[src/rtl/scaler_hist_buf_if.sv]
// Capture/pop bus between the scaler, firmware read port and the history buffer.
// master = scaler/firmware side, slave = history buffer.
interface scaler_hist_buf_if #(
    parameter int P_N_WIDTH    = 32,
    parameter int P_DEPTH_LOG2 = 6,
    parameter int P_SEQ_WIDTH  = 16
);
    logic                    enable;
    logic                    overwrite;
    logic                    clear;
    logic                    update_in;
    logic                    valid_in;
    logic [P_N_WIDTH-1:0]    scaler_in;
    logic                    rd_req;
    logic                    rd_valid;
    logic [P_N_WIDTH-1:0]    rd_data;
    logic [P_SEQ_WIDTH-1:0]  rd_seq;
    logic                    rd_sat;
    logic [47:0]             rd_tstamp;
    logic [P_DEPTH_LOG2:0]   n_entries;
    logic [15:0]             n_dropped;

    modport master (
        output enable, overwrite, clear, update_in, valid_in, scaler_in, rd_req,
        input  rd_valid, rd_data, rd_seq, rd_sat, rd_tstamp, n_entries, n_dropped
    );

    modport slave (
        input  enable, overwrite, clear, update_in, valid_in, scaler_in, rd_req,
        output rd_valid, rd_data, rd_seq, rd_sat, rd_tstamp, n_entries, n_dropped
    );
endinterface

[src/rtl/scaler_hist_buf.sv]
// Scaler window history buffer: sequenced captures into a power-of-two FIFO/ring, popped by firmware.
// Optional capture timestamps: define SCALER_HIST_TSTAMP_EN.
module scaler_hist_buf #(
    parameter int P_N_WIDTH    = 32,
    parameter int P_DEPTH_LOG2 = 6,
    parameter int P_SEQ_WIDTH  = 16
) (
    input logic               clk,
    input logic               rst_n,
    scaler_hist_buf_if.slave  bus
);
    localparam int DEPTH = 1 << P_DEPTH_LOG2;
    localparam logic [P_DEPTH_LOG2:0] FULL_CNT = {1'b1, {P_DEPTH_LOG2{1'b0}}};
    localparam logic [P_DEPTH_LOG2-1:0] PTR_ONE = {{(P_DEPTH_LOG2-1){1'b0}}, 1'b1};
    localparam logic [P_SEQ_WIDTH-1:0]  SEQ_ONE = {{(P_SEQ_WIDTH-1){1'b0}}, 1'b1};

    logic [P_N_WIDTH-1:0]    mem_data [DEPTH];
    logic [P_SEQ_WIDTH-1:0]  mem_seq  [DEPTH];
    logic                    mem_sat  [DEPTH];

    logic [P_DEPTH_LOG2-1:0] wr_ptr_q, wr_ptr_d, rd_ptr_q, rd_ptr_d;
    logic [P_DEPTH_LOG2:0]   cnt_q, cnt_d;
    logic [P_SEQ_WIDTH-1:0]  seq_q, seq_d;
    logic [15:0]             dropped_q, dropped_d;
    logic                    rd_valid_q;
    logic [P_N_WIDTH-1:0]    rd_data_q;
    logic [P_SEQ_WIDTH-1:0]  rd_seq_q;
    logic                    rd_sat_q;

    logic capture, pop, full, wr_en, drop, rd_adv;

    always_comb begin
        capture   = bus.update_in & bus.valid_in & bus.enable & ~bus.clear;
        full      = (cnt_q == FULL_CNT);
        pop       = bus.rd_req & (cnt_q != '0) & ~bus.clear;
        // When full, a same-cycle pop frees the slot the new entry lands in.
        wr_en     = capture & (~full | pop | bus.overwrite);
        drop      = capture & full & ~pop;
        rd_adv    = pop | (drop & bus.overwrite);
        wr_ptr_d  = wr_ptr_q;
        rd_ptr_d  = rd_ptr_q;
        cnt_d     = cnt_q;
        seq_d     = seq_q;
        dropped_d = dropped_q;
        if (bus.clear) begin
            wr_ptr_d  = '0;
            rd_ptr_d  = '0;
            cnt_d     = '0;
            seq_d     = '0;
            dropped_d = '0;
        end else begin
            if (capture) seq_d = seq_q + SEQ_ONE;
            if (wr_en)   wr_ptr_d = wr_ptr_q + PTR_ONE;
            if (rd_adv)  rd_ptr_d = rd_ptr_q + PTR_ONE;
            case ({wr_en, rd_adv})
                2'b10:   cnt_d = cnt_q + 1'b1;
                2'b01:   cnt_d = cnt_q - 1'b1;
                default: cnt_d = cnt_q;
            endcase
            if (drop && dropped_q != 16'hFFFF) dropped_d = dropped_q + 16'd1;
        end
    end

    always_ff @(posedge clk) begin
        if (wr_en) begin
            mem_data[wr_ptr_q] <= bus.scaler_in;
            mem_seq[wr_ptr_q]  <= seq_q;
            mem_sat[wr_ptr_q]  <= (bus.scaler_in == {P_N_WIDTH{1'b1}});
        end
    end

    always_ff @(posedge clk or negedge rst_n) begin
        if (!rst_n) begin
            wr_ptr_q   <= '0;
            rd_ptr_q   <= '0;
            cnt_q      <= '0;
            seq_q      <= '0;
            dropped_q  <= '0;
            rd_valid_q <= 1'b0;
            rd_data_q  <= '0;
            rd_seq_q   <= '0;
            rd_sat_q   <= 1'b0;
        end else begin
            wr_ptr_q   <= wr_ptr_d;
            rd_ptr_q   <= rd_ptr_d;
            cnt_q      <= cnt_d;
            seq_q      <= seq_d;
            dropped_q  <= dropped_d;
            rd_valid_q <= pop;
            if (pop) begin
                rd_data_q <= mem_data[rd_ptr_q];
                rd_seq_q  <= mem_seq[rd_ptr_q];
                rd_sat_q  <= mem_sat[rd_ptr_q];
            end
        end
    end

`ifdef SCALER_HIST_TSTAMP_EN
    logic [47:0] mem_ts [DEPTH];
    logic [47:0] tstamp_q, rd_tstamp_q;

    always_ff @(posedge clk) begin
        if (wr_en) mem_ts[wr_ptr_q] <= tstamp_q;
    end

    // Free-running: only rst_n restarts the timebase, clear does not.
    always_ff @(posedge clk or negedge rst_n) begin
        if (!rst_n) begin
            tstamp_q    <= '0;
            rd_tstamp_q <= '0;
        end else begin
            tstamp_q <= tstamp_q + 48'd1;
            if (pop) rd_tstamp_q <= mem_ts[rd_ptr_q];
        end
    end

    assign bus.rd_tstamp = rd_tstamp_q;
`else
    assign bus.rd_tstamp = 48'd0;
`endif

    assign bus.rd_valid  = rd_valid_q;
    assign bus.rd_data   = rd_data_q;
    assign bus.rd_seq    = rd_seq_q;
    assign bus.rd_sat    = rd_sat_q;
    assign bus.n_entries = cnt_q;
    assign bus.n_dropped = dropped_q;
endmodule
[src/flat_wrapper.sv]
// flat-port wrapper written by rule: the top's interface ports become plain ports
module scaler_hist_buf_flat 
#(
    parameter int P_N_WIDTH    = 32,
    parameter int P_DEPTH_LOG2 = 6,
    parameter int P_SEQ_WIDTH  = 16
)
  (clk, rst_n, bus_enable, bus_overwrite, bus_clear, bus_update_in, bus_valid_in, bus_scaler_in, bus_rd_req, bus_rd_valid, bus_rd_data, bus_rd_seq, bus_rd_sat, bus_rd_tstamp, bus_n_entries, bus_n_dropped);
  scaler_hist_buf_if #(.P_N_WIDTH(P_N_WIDTH), .P_DEPTH_LOG2(P_DEPTH_LOG2), .P_SEQ_WIDTH(P_SEQ_WIDTH)) bus_i ();
  input logic clk;
  input logic rst_n;
  input wire logic [$bits(bus_i.enable)-1:0] bus_enable;
  input wire logic [$bits(bus_i.overwrite)-1:0] bus_overwrite;
  input wire logic [$bits(bus_i.clear)-1:0] bus_clear;
  input wire logic [$bits(bus_i.update_in)-1:0] bus_update_in;
  input wire logic [$bits(bus_i.valid_in)-1:0] bus_valid_in;
  input wire logic [$bits(bus_i.scaler_in)-1:0] bus_scaler_in;
  input wire logic [$bits(bus_i.rd_req)-1:0] bus_rd_req;
  output wire logic [$bits(bus_i.rd_valid)-1:0] bus_rd_valid;
  output wire logic [$bits(bus_i.rd_data)-1:0] bus_rd_data;
  output wire logic [$bits(bus_i.rd_seq)-1:0] bus_rd_seq;
  output wire logic [$bits(bus_i.rd_sat)-1:0] bus_rd_sat;
  output wire logic [$bits(bus_i.rd_tstamp)-1:0] bus_rd_tstamp;
  output wire logic [$bits(bus_i.n_entries)-1:0] bus_n_entries;
  output wire logic [$bits(bus_i.n_dropped)-1:0] bus_n_dropped;
  assign bus_i.enable = bus_enable;
  assign bus_i.overwrite = bus_overwrite;
  assign bus_i.clear = bus_clear;
  assign bus_i.update_in = bus_update_in;
  assign bus_i.valid_in = bus_valid_in;
  assign bus_i.scaler_in = bus_scaler_in;
  assign bus_i.rd_req = bus_rd_req;
  assign bus_rd_valid = bus_i.rd_valid;
  assign bus_rd_data = bus_i.rd_data;
  assign bus_rd_seq = bus_i.rd_seq;
  assign bus_rd_sat = bus_i.rd_sat;
  assign bus_rd_tstamp = bus_i.rd_tstamp;
  assign bus_n_entries = bus_i.n_entries;
  assign bus_n_dropped = bus_i.n_dropped;
  scaler_hist_buf #(.P_N_WIDTH(P_N_WIDTH), .P_DEPTH_LOG2(P_DEPTH_LOG2), .P_SEQ_WIDTH(P_SEQ_WIDTH)) u_core (.clk(clk), .rst_n(rst_n), .bus(bus_i));
endmodule
[config.mk]
export PLATFORM = sky130hd
export DESIGN_NAME = scaler_hist_buf_flat
export DESIGN_NICKNAME = d
export VERILOG_FILES = /design/src/rtl/scaler_hist_buf_if.sv /design/src/rtl/scaler_hist_buf.sv /design/src/flat_wrapper.sv
export SDC_FILE = /design/constraint.sdc
export NUM_CORES = 2
export LEC_CHECK = 0
export CAP_MARGIN = 5
export CORE_ASPECT_RATIO = 1.1
export CORE_MARGIN = 5
export CORE_UTILIZATION = 45
export CTS_CLUSTER_DIAMETER = 200
export DETAILED_ROUTE_END_ITERATION = 12
export PLACE_DENSITY = 0.7
export SETUP_SLACK_MARGIN = 0.4
export SLEW_MARGIN = 20
export SYNTH_ARGS = -nofsm -noshare
export SYNTH_HDL_FRONTEND = slang
export SYNTH_SLANG_ARGS = --single-unit
[constraint.sdc]
create_clock -name clk -period 10.85 [get_ports clk]
set_input_delay 1.6275 -clock clk [delete_from_list [all_inputs] [get_ports clk]]
set_output_delay 1.6275 -clock clk [all_outputs]
set_load 0.05 [all_outputs]
==> notes.org <==
* Flow results

** Finish
- Final Instance Count excl. Fillers :: just over 10000
- The net count of the finished layout is 6182.
- Final cell area excluding filler cells :: 0.1402 mm2
- Per the layout area report, the register area comes to between 0.09 and 0.1 mm2.

** Power and ir drop
- Ratio of total power to cell area :: 187.7 mW/mm2
- Sequential fraction of design power :: 52.7%
- The biggest slice of the total power is consumed by sequential cells.
- Looking at the VDD voltage map, the peak drop is 136.6 uV.
- Combinational cells consume a total of 1840 uW.
- Cell internal power was estimated by the tool at between 20000 and 25000 uW.
- Combinational cells account for 7.0% of the total power.
- Standby leakage power :: approximately 0.044 uW
- Sequential cells consume a total of 13900 uW.

** Timing
- Hold timing on the final database bottoms out at a slack of around 530 ps.
- In the final timing run, aggregate negative setup slack is 0 ps.
- Slew margin rel. :: between 10% and 20%
- Fin worst setup slack :: 5442 ps
- Hold-check failures listed in the final report amount to 0.
- Max frequency :: 0.1849 GHz
- Min Clock Period, post-route :: 5408 ps

** Routing
- Wire length on met1 :: 126200 um
- The pre-antenna-repair detailed-routing pass consisted of 8 iterations.
- Per the log, the first TritonRoute iteration ended with a DRC count of between 9000 and 10000.
- Per the detail_route log, met2 wirelength is around 160000 um.
- Uppermost layer routed :: met5
- Routed length on met3 :: 45910 um
- Drc violations :: 0

** Setup path
- The worst setup path is of the in2reg kind.
- For the worst reg-to-reg path, the endpoint reported by OpenROAD is u_core.bus.rd_data[29]$_DFFE_PN0P_.
- Worst Path Required :: roughly 11000 ps
- The signal on the critical path passes through buf_2 -> and4b_1 -> o21ai_0 -> nor2_1 -> nand3b_1 -> nor2_4 -> buf_4.
- Depth of the critical timing path with buffers and inverters included :: 7
- Nature of the critical path endpoint :: register
- Broken down by cell family, the worst path's largest delay share belongs to simple AND/OR/NAND/NOR gates.
- The number of buffers and inverters on the critical path is 2.
- Reg2Reg Launch Point :: u_core.rd_ptr_q[1]$_DFFE_PN0P_
- The largest individual stage delay along the critical path comes from the cell sky130_fd_sc_hd__nand3b_1.
- Data arrives at the worst endpoint at 5880 ps.

** Synthesis
- Number of register bits inferred by synthesis :: 3237
- In the synthesis report, Yosys lists the chip area as 0.1244 mm2.
- The synthesis report lists the Yosys warning total as 0.
- Count of different cell masters after synthesis :: 68
- Cell total in the yosys stat output :: 5838
- Summing the areas of all xor and xnor instances in the mapped netlist gives less than 1% of the synthesized area.
- Post-synth top flop :: sky130_fd_sc_hd__edfxtp_1
- Counting flops with an async set or reset pin after synthesis yields a share of 3.120%.
- Share of synthesized area occupied by flip-flops and latches :: 77.70%
- Post-synthesis cell count :: 5838
- The cell type that accounts for the most area after synthesis is sky130_fd_sc_hd__edfxtp_1.
- The synthesis report lists the most area-consuming cells as sky130_fd_sc_hd__edfxtp_1, sky130_fd_sc_hd__mux4_2, sky130_fd_sc_hd__mux2i_1.
- The post-synth count of flops with an enable pin is between 3000 and 4000.

** Floorplan
- Initial Util :: 45.21%
- According to the I/O placement log, the pin count is about 160.

** Clocking
- Buffers inserted during clock tree synthesis total 316.
- Looking at the clock tree report, the maximum root-to-sink buffer count equals 4.
- Resized cells post-CTS :: 0
- The number of setup buffers added after CTS is 0.
- Clock-pin slew of the registers on the worst-case setup and hold paths :: 60 ps

** Place
- Buffers placed on the I/O ports in this run total 112.
- According to the dpl log, the detail-placed design has an HPWL of roughly 210000 um.
- The final weighted congestion recorded by global placement is 0.9167.
- Before CTS, the worst setup slack after placement is 4835 ps.
- After detailed placement, the design holds a cell count of roughly 9500.
- Dpl cell area :: 0.1303 mm2

** Run
- The logs give a warning total of 33.
- The tool flagged a number of max-cap violations equal to 0.

** Global route
- The first global-routing pass estimated 496300 um of wire.
- The via count of the first global-routing pass was ~63000.
- Maximum number of pins on one net before global-route repair :: between 100 and 150
- The number of antenna violations at the first check in global routing is 32.

** Run status
- Run status :: complete, no violations

** Worst hold path
- Along the worst hold path, the cell count comes to 1.
- According to the hold report, the worst path is of the reg2reg type.
==> synthesized netlist by cell type (all sizes together), types with 26 or more instances <==
cell and n:
a21oi 111, o221ai 28, o21ai 59, xor2 29
nor2 168, nand4 26, a22oi 105, nand3 57
nand2 157, edfxtp 3136, dfrtp 101, mux4 641
o211ai 36, nor3 41, mux2i 392, o22ai 81
a22o 27, a221o 28, clkbuf 155, buf 218
==> registers in the layout (all words and copies together) (netlist names) <==
register              count
u_core.mem_seq         1024
u_core.bus.rd_seq        16
u_core.mem_data        2048
u_core.bus.rd_data       32
u_core.bus.n_dropped     16
u_core.wr_ptr_q           6
u_core.mem_sat           64
u_core.seq_q             16
u_core.bus.n_entries      7
u_core.bus.rd_valid       1
u_core.rd_ptr_q           6
u_core.bus.rd_sat         1
==> cell type report <==
class                           count  area share, %
Sequential cell                  3237          69.02
Multi-Input combinational cell   2265          18.81
Clock buffer                      408          6.037
Tap cell                         3672          3.278
Timing Repair Buffer              302          1.813
Clock inverter                    157         0.9972
Inverter                           10        0.03214
Antenna cell                        4       0.007142
==> how the worst max path moves through the flow <==
stage | to | from
2_1_floorplan | u_core.mem_data[63][0]$_DFFE_PP_ | bus_clear
3_3_place_gp | u_core.mem_data[50][21]$_DFFE_PP_ | bus_clear
3_5_place_dp | u_core.mem_data[50][16]$_DFFE_PP_ | bus_clear
4_1_cts | u_core.mem_sat[50]$_DFFE_PP_ | bus_clear
5_1_grt | u_core.mem_sat[50]$_DFFE_PP_ | bus_clear
6_report | u_core.mem_sat[50]$_DFFE_PP_ | bus_clear
==> metal layers <==
layer	global-route usage (%)	vias up
met3	6.463	799
met1	32.87	33833
met5	0	-
met4	11.85	20
met2	37.10	4755
li1	-	24936
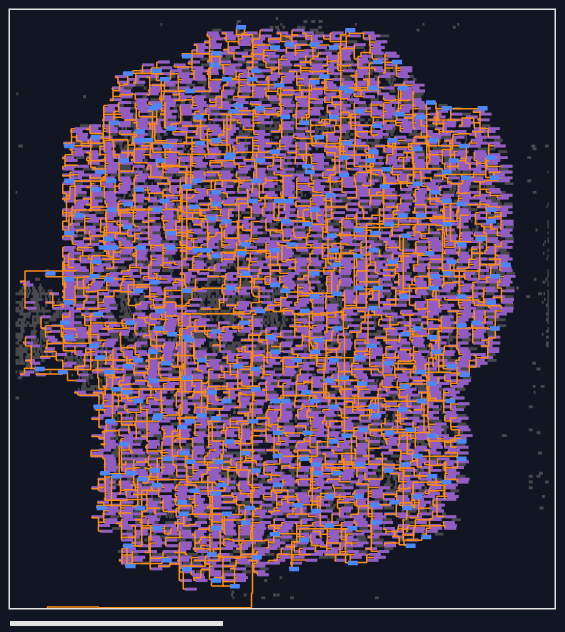
(clock distribution)
The bar under the picture is 200 um long.
legend:
  purple:
    item: flip-flops
    count: 3237
  orange:
    item: clock wires
    length: 34.4 mm
  blue:
    item: clock drivers
    count: 316
routed clock nets: 317
Clk pwr share: 40.3%
worst-skew pair later-pin latency: 890 ps
maximum clock skew at final layout: 63.92 ps
clock distribution power: 10600 uW

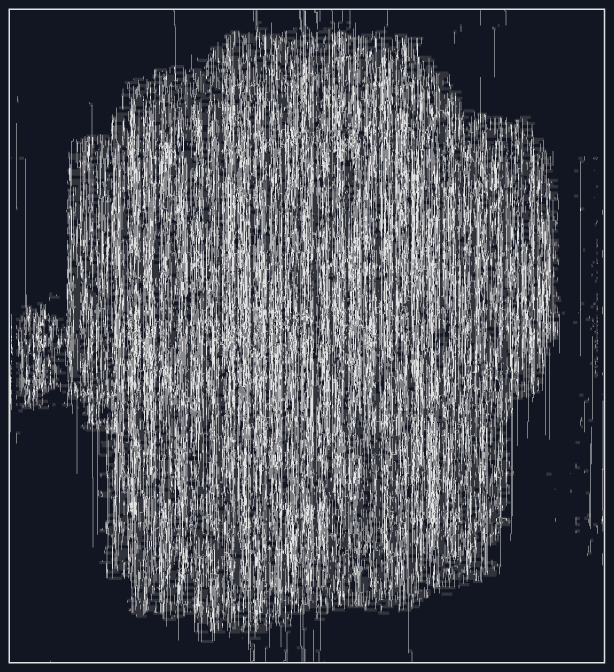
(M2 wires)
Cells faint in the background.
main direction: vertical
wire length on this layer: 165 mm
longest straight run: 181 um
share of all routed wire: 46%
nets with wire on the layer: 5586
met2 track utilization from global routing: 37.10%
via count of the routed design: 64343
Total Wirelength: 357400 um

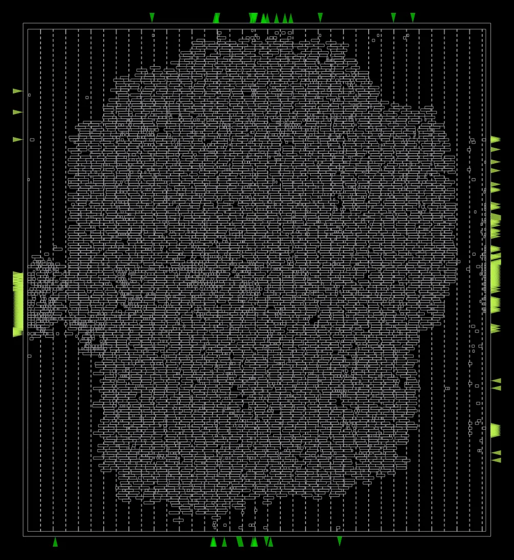
(placed standard cells)
final sequential cell count: 3237
n_taps: 3672

Power is estimated from default activity; no workload was simulated.
